<file path="src/rtl/noc_net_iface.sv">
// Network interface between the MIPS core and its NoC router port: TX words become head+body
// flit pairs, RX flit pairs become words. Optional NI_LOOPBACK_EN short-circuits self-addressed words.
module noc_net_iface #(
  parameter int NODE_ID  = 0,
  parameter int TX_DEPTH = 4,
  parameter int RX_DEPTH = 4
) (
  input  logic        clk,
  input  logic        rst,
  input  logic        proc_valid,
  input  logic [1:0]  dest_add,
  input  logic [31:0] NI_in,
  input  logic        proc_ready_in,
  output logic        mips_ni,
  output logic [31:0] wd_NI,
  output logic [1:0]  rx_src,
  output logic        data_valid,
  output logic        tx_overflow,
  output logic        rx_err,
  output logic [33:0] flit_out,
  output logic        flit_out_valid,
  input  logic        flit_out_ready,
  input  logic [33:0] flit_in,
  input  logic        flit_in_valid,
  output logic        flit_in_ready
);

  localparam int TXA = $clog2(TX_DEPTH);
  localparam int TXC = TXA + 1;
  localparam int RXA = $clog2(RX_DEPTH);
  localparam int RXC = RXA + 1;
  localparam logic [1:0]     NODE_ADDR  = 2'(NODE_ID);
  localparam logic [1:0]     FLIT_HEAD  = 2'b01;
  localparam logic [1:0]     FLIT_BODY  = 2'b10;
  localparam logic [TXA-1:0] TX_PTR_ONE = TXA'(1'b1);
  localparam logic [TXC-1:0] TX_CNT_ONE = TXC'(1'b1);
  localparam logic [RXA-1:0] RX_PTR_ONE = RXA'(1'b1);
  localparam logic [RXC-1:0] RX_CNT_ONE = RXC'(1'b1);

  typedef enum logic [1:0] {T_IDLE = 2'd0, T_HEAD = 2'd1, T_BODY = 2'd2} tx_state_e;
  typedef enum logic {R_HEAD = 1'b0, R_BODY = 1'b1} rx_state_e;

  tx_state_e tx_state_q, tx_state_d;
  rx_state_e rx_state_q, rx_state_d;

  logic [33:0]    tx_mem_q [TX_DEPTH];
  logic [TXA-1:0] tx_wr_ptr_q, tx_rd_ptr_q;
  logic [TXC-1:0] tx_cnt_q, tx_cnt_d;
  logic [33:0]    rx_mem_q [RX_DEPTH];
  logic [RXA-1:0] rx_wr_ptr_q, rx_rd_ptr_q;
  logic [RXC-1:0] rx_cnt_q, rx_cnt_d;
  logic [1:0]     rx_src_q, rx_src_d;
  logic           tx_overflow_q, rx_err_q;

  logic        tx_full_s, tx_empty_s, tx_push_s, tx_pop_s;
  logic        rx_full_s, rx_empty_s, rx_push_s, rx_pop_s, rx_err_set_s;
  logic        rx_wr_en_s;
  logic [33:0] rx_wr_data_s;
  logic [33:0] tx_head_s;
  logic [1:0]  tx_dest_s;
  logic [31:0] tx_data_s;

  // Full/empty come from the registered counts so a same-cycle pop never frees a slot.
  assign tx_full_s  = (tx_cnt_q == TXC'(TX_DEPTH));
  assign tx_empty_s = (tx_cnt_q == {TXC{1'b0}});
  assign rx_full_s  = (rx_cnt_q == RXC'(RX_DEPTH));
  assign rx_empty_s = (rx_cnt_q == {RXC{1'b0}});
  assign tx_push_s  = proc_valid && !tx_full_s;
  assign rx_pop_s   = proc_ready_in && !rx_empty_s;
  assign tx_head_s  = tx_mem_q[tx_rd_ptr_q];
  assign tx_dest_s  = tx_head_s[33:32];
  assign tx_data_s  = tx_head_s[31:0];

  assign mips_ni     = tx_full_s;
  assign data_valid  = !rx_empty_s;
  assign wd_NI       = rx_empty_s ? 32'h0000_0000 : rx_mem_q[rx_rd_ptr_q][31:0];
  assign rx_src      = rx_empty_s ? 2'b00 : rx_mem_q[rx_rd_ptr_q][33:32];
  assign tx_overflow = tx_overflow_q;
  assign rx_err      = rx_err_q;

`ifdef NI_LOOPBACK_EN
  logic lb_push_s;
  assign rx_wr_en_s   = rx_push_s || lb_push_s;
  assign rx_wr_data_s = lb_push_s ? {NODE_ADDR, tx_data_s} : {rx_src_q, flit_in[31:0]};
`else
  assign rx_wr_en_s   = rx_push_s;
  assign rx_wr_data_s = {rx_src_q, flit_in[31:0]};
`endif

  // Occupancy next-state for both FIFOs.
  always_comb begin
    tx_cnt_d = tx_cnt_q;
    rx_cnt_d = rx_cnt_q;
    if (tx_push_s && !tx_pop_s) begin
      tx_cnt_d = tx_cnt_q + TX_CNT_ONE;
    end else if (!tx_push_s && tx_pop_s) begin
      tx_cnt_d = tx_cnt_q - TX_CNT_ONE;
    end else begin
      tx_cnt_d = tx_cnt_q;
    end
    if (rx_wr_en_s && !rx_pop_s) begin
      rx_cnt_d = rx_cnt_q + RX_CNT_ONE;
    end else if (!rx_wr_en_s && rx_pop_s) begin
      rx_cnt_d = rx_cnt_q - RX_CNT_ONE;
    end else begin
      rx_cnt_d = rx_cnt_q;
    end
  end

  // TX FSM: head flit, body flit, then pop; loopback words bypass the router.
  always_comb begin
    tx_state_d     = tx_state_q;
    tx_pop_s       = 1'b0;
    flit_out_valid = 1'b0;
    flit_out       = 34'h0_0000_0000;
`ifdef NI_LOOPBACK_EN
    lb_push_s      = 1'b0;
`endif
    case (tx_state_q)
      T_IDLE: begin
        if (!tx_empty_s) begin
`ifdef NI_LOOPBACK_EN
          if (tx_dest_s == NODE_ADDR) begin
            if (!rx_full_s && !rx_push_s) begin
              tx_pop_s  = 1'b1;
              lb_push_s = 1'b1;
            end else begin
              tx_pop_s  = 1'b0;
            end
          end else begin
            tx_state_d = T_HEAD;
          end
`else
          tx_state_d = T_HEAD;
`endif
        end else begin
          tx_state_d = T_IDLE;
        end
      end
      T_HEAD: begin
        flit_out_valid = 1'b1;
        flit_out       = {FLIT_HEAD, 28'h000_0000, NODE_ADDR, tx_dest_s};
        if (flit_out_ready) begin
          tx_state_d = T_BODY;
        end else begin
          tx_state_d = T_HEAD;
        end
      end
      T_BODY: begin
        flit_out_valid = 1'b1;
        flit_out       = {FLIT_BODY, tx_data_s};
        if (flit_out_ready) begin
          tx_pop_s   = 1'b1;
          tx_state_d = T_IDLE;
        end else begin
          tx_state_d = T_BODY;
        end
      end
      default: tx_state_d = T_IDLE;
    endcase
  end

  // RX FSM: pair a head with the following body; anything out of order flags rx_err.
  always_comb begin
    rx_state_d    = rx_state_q;
    rx_src_d      = rx_src_q;
    rx_push_s     = 1'b0;
    rx_err_set_s  = 1'b0;
    flit_in_ready = 1'b0;
    case (rx_state_q)
      R_HEAD: begin
        flit_in_ready = 1'b1;
        if (flit_in_valid) begin
          case (flit_in[33:32])
            FLIT_HEAD: begin
              rx_src_d   = flit_in[3:2];
              rx_state_d = R_BODY;
            end
            default: rx_err_set_s = 1'b1;
          endcase
        end else begin
          rx_state_d = R_HEAD;
        end
      end
      R_BODY: begin
        flit_in_ready = !rx_full_s;
        if (flit_in_valid && !rx_full_s) begin
          case (flit_in[33:32])
            FLIT_HEAD: begin
              rx_err_set_s = 1'b1;
              rx_src_d     = flit_in[3:2];
            end
            FLIT_BODY: begin
              rx_push_s  = 1'b1;
              rx_state_d = R_HEAD;
            end
            default: rx_err_set_s = 1'b1;
          endcase
        end else begin
          rx_state_d = R_BODY;
        end
      end
      default: rx_state_d = R_HEAD;
    endcase
  end

  // State, pointers, counts and sticky flags.
  always_ff @(posedge clk) begin
    if (rst) begin
      tx_state_q    <= T_IDLE;
      rx_state_q    <= R_HEAD;
      tx_wr_ptr_q   <= {TXA{1'b0}};
      tx_rd_ptr_q   <= {TXA{1'b0}};
      tx_cnt_q      <= {TXC{1'b0}};
      rx_wr_ptr_q   <= {RXA{1'b0}};
      rx_rd_ptr_q   <= {RXA{1'b0}};
      rx_cnt_q      <= {RXC{1'b0}};
      rx_src_q      <= 2'b00;
      tx_overflow_q <= 1'b0;
      rx_err_q      <= 1'b0;
    end else begin
      tx_state_q    <= tx_state_d;
      rx_state_q    <= rx_state_d;
      tx_cnt_q      <= tx_cnt_d;
      rx_cnt_q      <= rx_cnt_d;
      rx_src_q      <= rx_src_d;
      tx_overflow_q <= tx_overflow_q || (proc_valid && tx_full_s);
      rx_err_q      <= rx_err_q || rx_err_set_s;
      if (tx_push_s) tx_wr_ptr_q <= tx_wr_ptr_q + TX_PTR_ONE;
      if (tx_pop_s)  tx_rd_ptr_q <= tx_rd_ptr_q + TX_PTR_ONE;
      if (rx_wr_en_s) rx_wr_ptr_q <= rx_wr_ptr_q + RX_PTR_ONE;
      if (rx_pop_s)   rx_rd_ptr_q <= rx_rd_ptr_q + RX_PTR_ONE;
    end
  end

  // FIFO storage; contents are only visible through the occupancy-gated outputs.
  always_ff @(posedge clk) begin
    if (!rst && tx_push_s) tx_mem_q[tx_wr_ptr_q] <= {dest_add, NI_in};
    if (!rst && rx_wr_en_s) rx_mem_q[rx_wr_ptr_q] <= rx_wr_data_s;
  end

endmodule
</file>
<file path="config.mk">
export PLATFORM = sky130hd
export DESIGN_NAME = noc_net_iface
export DESIGN_NICKNAME = d
export VERILOG_FILES = /design/src/rtl/noc_net_iface.sv
export SDC_FILE = /design/constraint.sdc
export NUM_CORES = 1
export LEC_CHECK = 0
export CORE_MARGIN = 1
export CORE_UTILIZATION = 55
export DETAILED_ROUTE_END_ITERATION = 8
export PLACE_DENSITY = 0.75
export SLEW_MARGIN = 15
export SYNTH_ARGS = -nofsm -noshare
export SYNTH_HDL_FRONTEND = slang
export SYNTH_SLANG_ARGS = --single-unit
</file>
<file path="constraint.sdc">
create_clock -name clk -period 2.7 [get_ports clk]
set_input_delay 0.54 -clock clk [delete_from_list [all_inputs] [get_ports clk]]
set_output_delay 0.54 -clock clk [all_outputs]
set_load 0.005 [all_outputs]
</file>
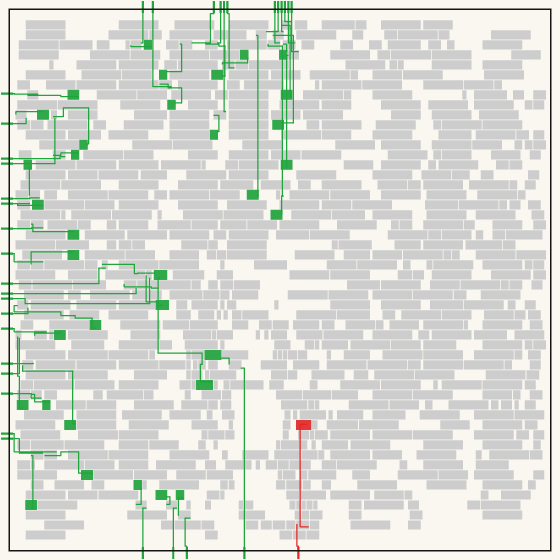
Fig. 1. Nets reached from selected ports (run 1).
| port | color | direction | edge | end cells | wire |
|---|---|---|---|---|---|
| flit_out | green | output | 18 left, 12 top, 4 bottom | 34 | 1080 um |
| proc_ready_in | red | input | bottom | 2 | 39.1 um |

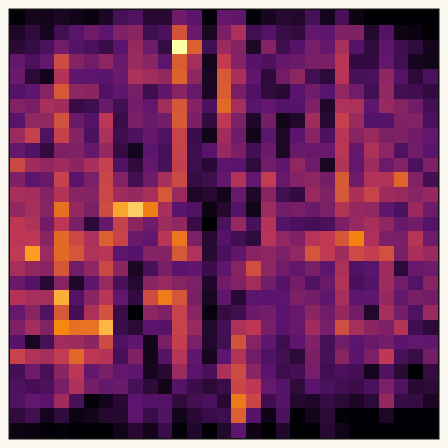
Fig. 2. Routed metal per tile (run 1).
29 x 29 tiles, from black (low) to pale yellow (high), scaled to the fullest tile. Values are wire area over tile area, all layers added.
nearly empty tiles: 4.3%
mean over tiles: 0.16
fullest tile: 0.56
densest ninth of the die: middle left
tiles over half the peak: 10%

==> flow_summary_export.csv, run 1 <==
group,metric,value,unit
routing,wire_per_inst,20.92,um
synthesis,aoi_share,0.9220,%
final_layout,final-clk-cell-share,5.888,%
final_layout,instances_no_fill,1048,
routing,wl_met1,8.836,mm
global_route,gr-total-overflow,0,
global_route,gr-usage-met3,4.814,%
critical_path,r2r_cells,8,
pwr,p_clk,3.69,mW
global_route,use_met2,35.95,%
sta,max_freq,379.2,MHz
outcome,status,"finished clean",
clock_tree,root_buffer,"clkbuf_16",
synthesis,top_cell,"edfxtp_1",
pwr,powerSeq,5.34,mW
synthesis,yosys.area.top_type_share,70.81,%
synthesis,yosysSeqAreaShare,75.15,%
sta,finalMaxSlewViolations,0,
floorplan,die_w,146.8,um
sta,setup-violations-final,0,
synthesis,area_leaders,"edfxtp_1 (71%), mux4_2 (13%), dfxtp_1 (4.3%), nor2b_1 (2.0%), and2_1 (1.7%)",
placed_design,finalWeightedCongestion,0.7439,
pwr,clock_power_share,33.0,%
flow_run,warning_count,38,
synthesis,synthArstFlopShare,0,%
clock_tree,cts_sinks,297,
synthesis,synthDistinctLibCells,34,
pwr,internal_power,8.499,mW
placed_design,dp.cells,983,
pwr,pg_comb,2.15,mW
pwr,seq_power_share,47.8,%
hold_path,hp-start,"tx_overflow",
hold_path,holdPathEnd,"tx_overflow",
sta,tightestPinTransition,0.5905,ns
final_layout,nets,848,
routing,met2WireLength,11.25,mm
final_layout,antennaDiodeCount,0,
synthesis,ys_sh_xor,0.5315,%
critical_path,cp.depth,5,
critical_path,critPathBufInv,3,
final_layout,drive_gt1_share,24.29,%
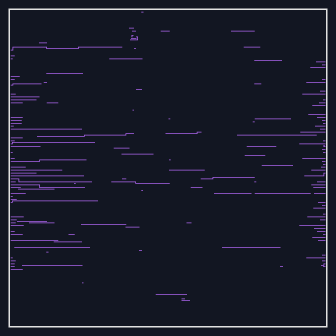
Fig. 3. Metal 3 (run 1).
main direction: horizontal
share of all routed wire: 6.0%

Fig. 4: run 1, sequential cells colored by netlist name
Other sequential cells in the stronger gray, the rest of the logic in the fainter gray.
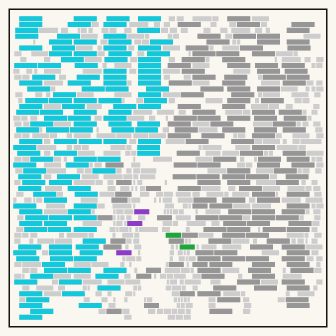

==> inputs of run 2 (changes only) <==
--- a/config.mk
+++ b/config.mk
@@ -5,9 +5,12 @@
 export SDC_FILE = /design/constraint.sdc
 export NUM_CORES = 1
 export LEC_CHECK = 0
+export CELL_PAD_IN_SITES_DETAIL_PLACEMENT = 1
+export CELL_PAD_IN_SITES_GLOBAL_PLACEMENT = 2
 export CORE_MARGIN = 1
-export CORE_UTILIZATION = 55
+export CORE_UTILIZATION = 48
 export DETAILED_ROUTE_END_ITERATION = 8
+export DONT_BUFFER_PORTS = 1
 export PLACE_DENSITY = 0.75
 export SLEW_MARGIN = 15
 export SYNTH_ARGS = -nofsm -noshare
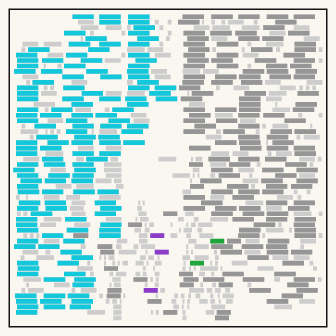
Fig. 5. Sequential cells colored by netlist name (run 2).
Other sequential cells in the stronger gray, the rest of the logic in the fainter gray.
| signal | color | sequential cells |
|---|---|---|
| tx_cnt_q | purple | 3 |
| tx_mem_q | cyan | 136 |
| rx_rd_ptr_q | green | 2 |
not colored: 156

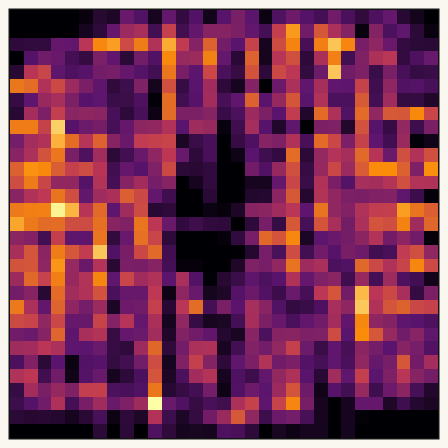
Fig. 6. Routed metal per tile (run 2).
31 x 31 tiles, from black (low) to pale yellow (high), scaled to the fullest tile. Values are wire area over tile area, all layers added.
fullest tile: 0.43
densest ninth of the die: middle left
mean over tiles: 0.14
tiles over half the peak: 20%

==> flow_summary_export.csv, run 2 <==
group,metric,value,unit
outcome,status,"finished clean",
critical_path,cp_top_family,"multiplexers",
sta,clock_skew,0.01124,ns
final_layout,antennaDiodeCount,0,
routing,firstDrtPassIters,4,
synthesis,yosys.area.top_type_share,70.81,%
pwr,p_clk,3.95,mW
synthesis,synthArstFlopShare,0,%
flow_run,warning_count,36,
global_route,gr-total-overflow,0,
synthesis,syn_area_per_cell,20.38,um2
synthesis,yosysSeqAreaShare,75.15,%
routing,met2WireLength,10.99,mm
global_route,grt_pass1_vias,5737,
global_route,use_met2,31.92,%
routing,wire_per_inst,22.51,um
synthesis,synthDistinctLibCells,34,
hold_path,hp-start,"rst",
pwr,internal_power,8.081,mW
critical_path,cp.depth,3,
final_layout,drive_gt1_share,24.68,%
pwr,clock_power_share,37.1,%
pwr,powerSeq,5.34,mW
final_layout,instances_no_fill,935,
pwr,seq_power_share,50.1,%
synthesis,aoi_share,0.9220,%
synthesis,area_leaders,"edfxtp_1 (71%), mux4_2 (13%), dfxtp_1 (4.3%), nor2b_1 (2.0%), and2_1 (1.7%)",
sta,hold_viol,0,
sta,tightestPinTransition,0.4935,ns
clock_tree,cts_sinks,297,
critical_path,r2r_cells,8,
global_route,gr-usage-met3,6.883,%
sta,max_freq,387.6,MHz
synthesis,top_cell,"edfxtp_1",
hold_path,worstHoldPathCells,1,
sta,rsz0062_at_grt,"no",
placed_design,dp.cells,879,
floorplan,die_w,157.0,um
sta,finalMaxSlewViolations,0,
sta,setup-violations-final,0,
clock_tree,root_buffer,"clkbuf_16",
final_layout,stdcell_area,0.01307,mm2
final_layout,final-clk-cell-share,7.345,%
Power and IR drop assume default switching activity.
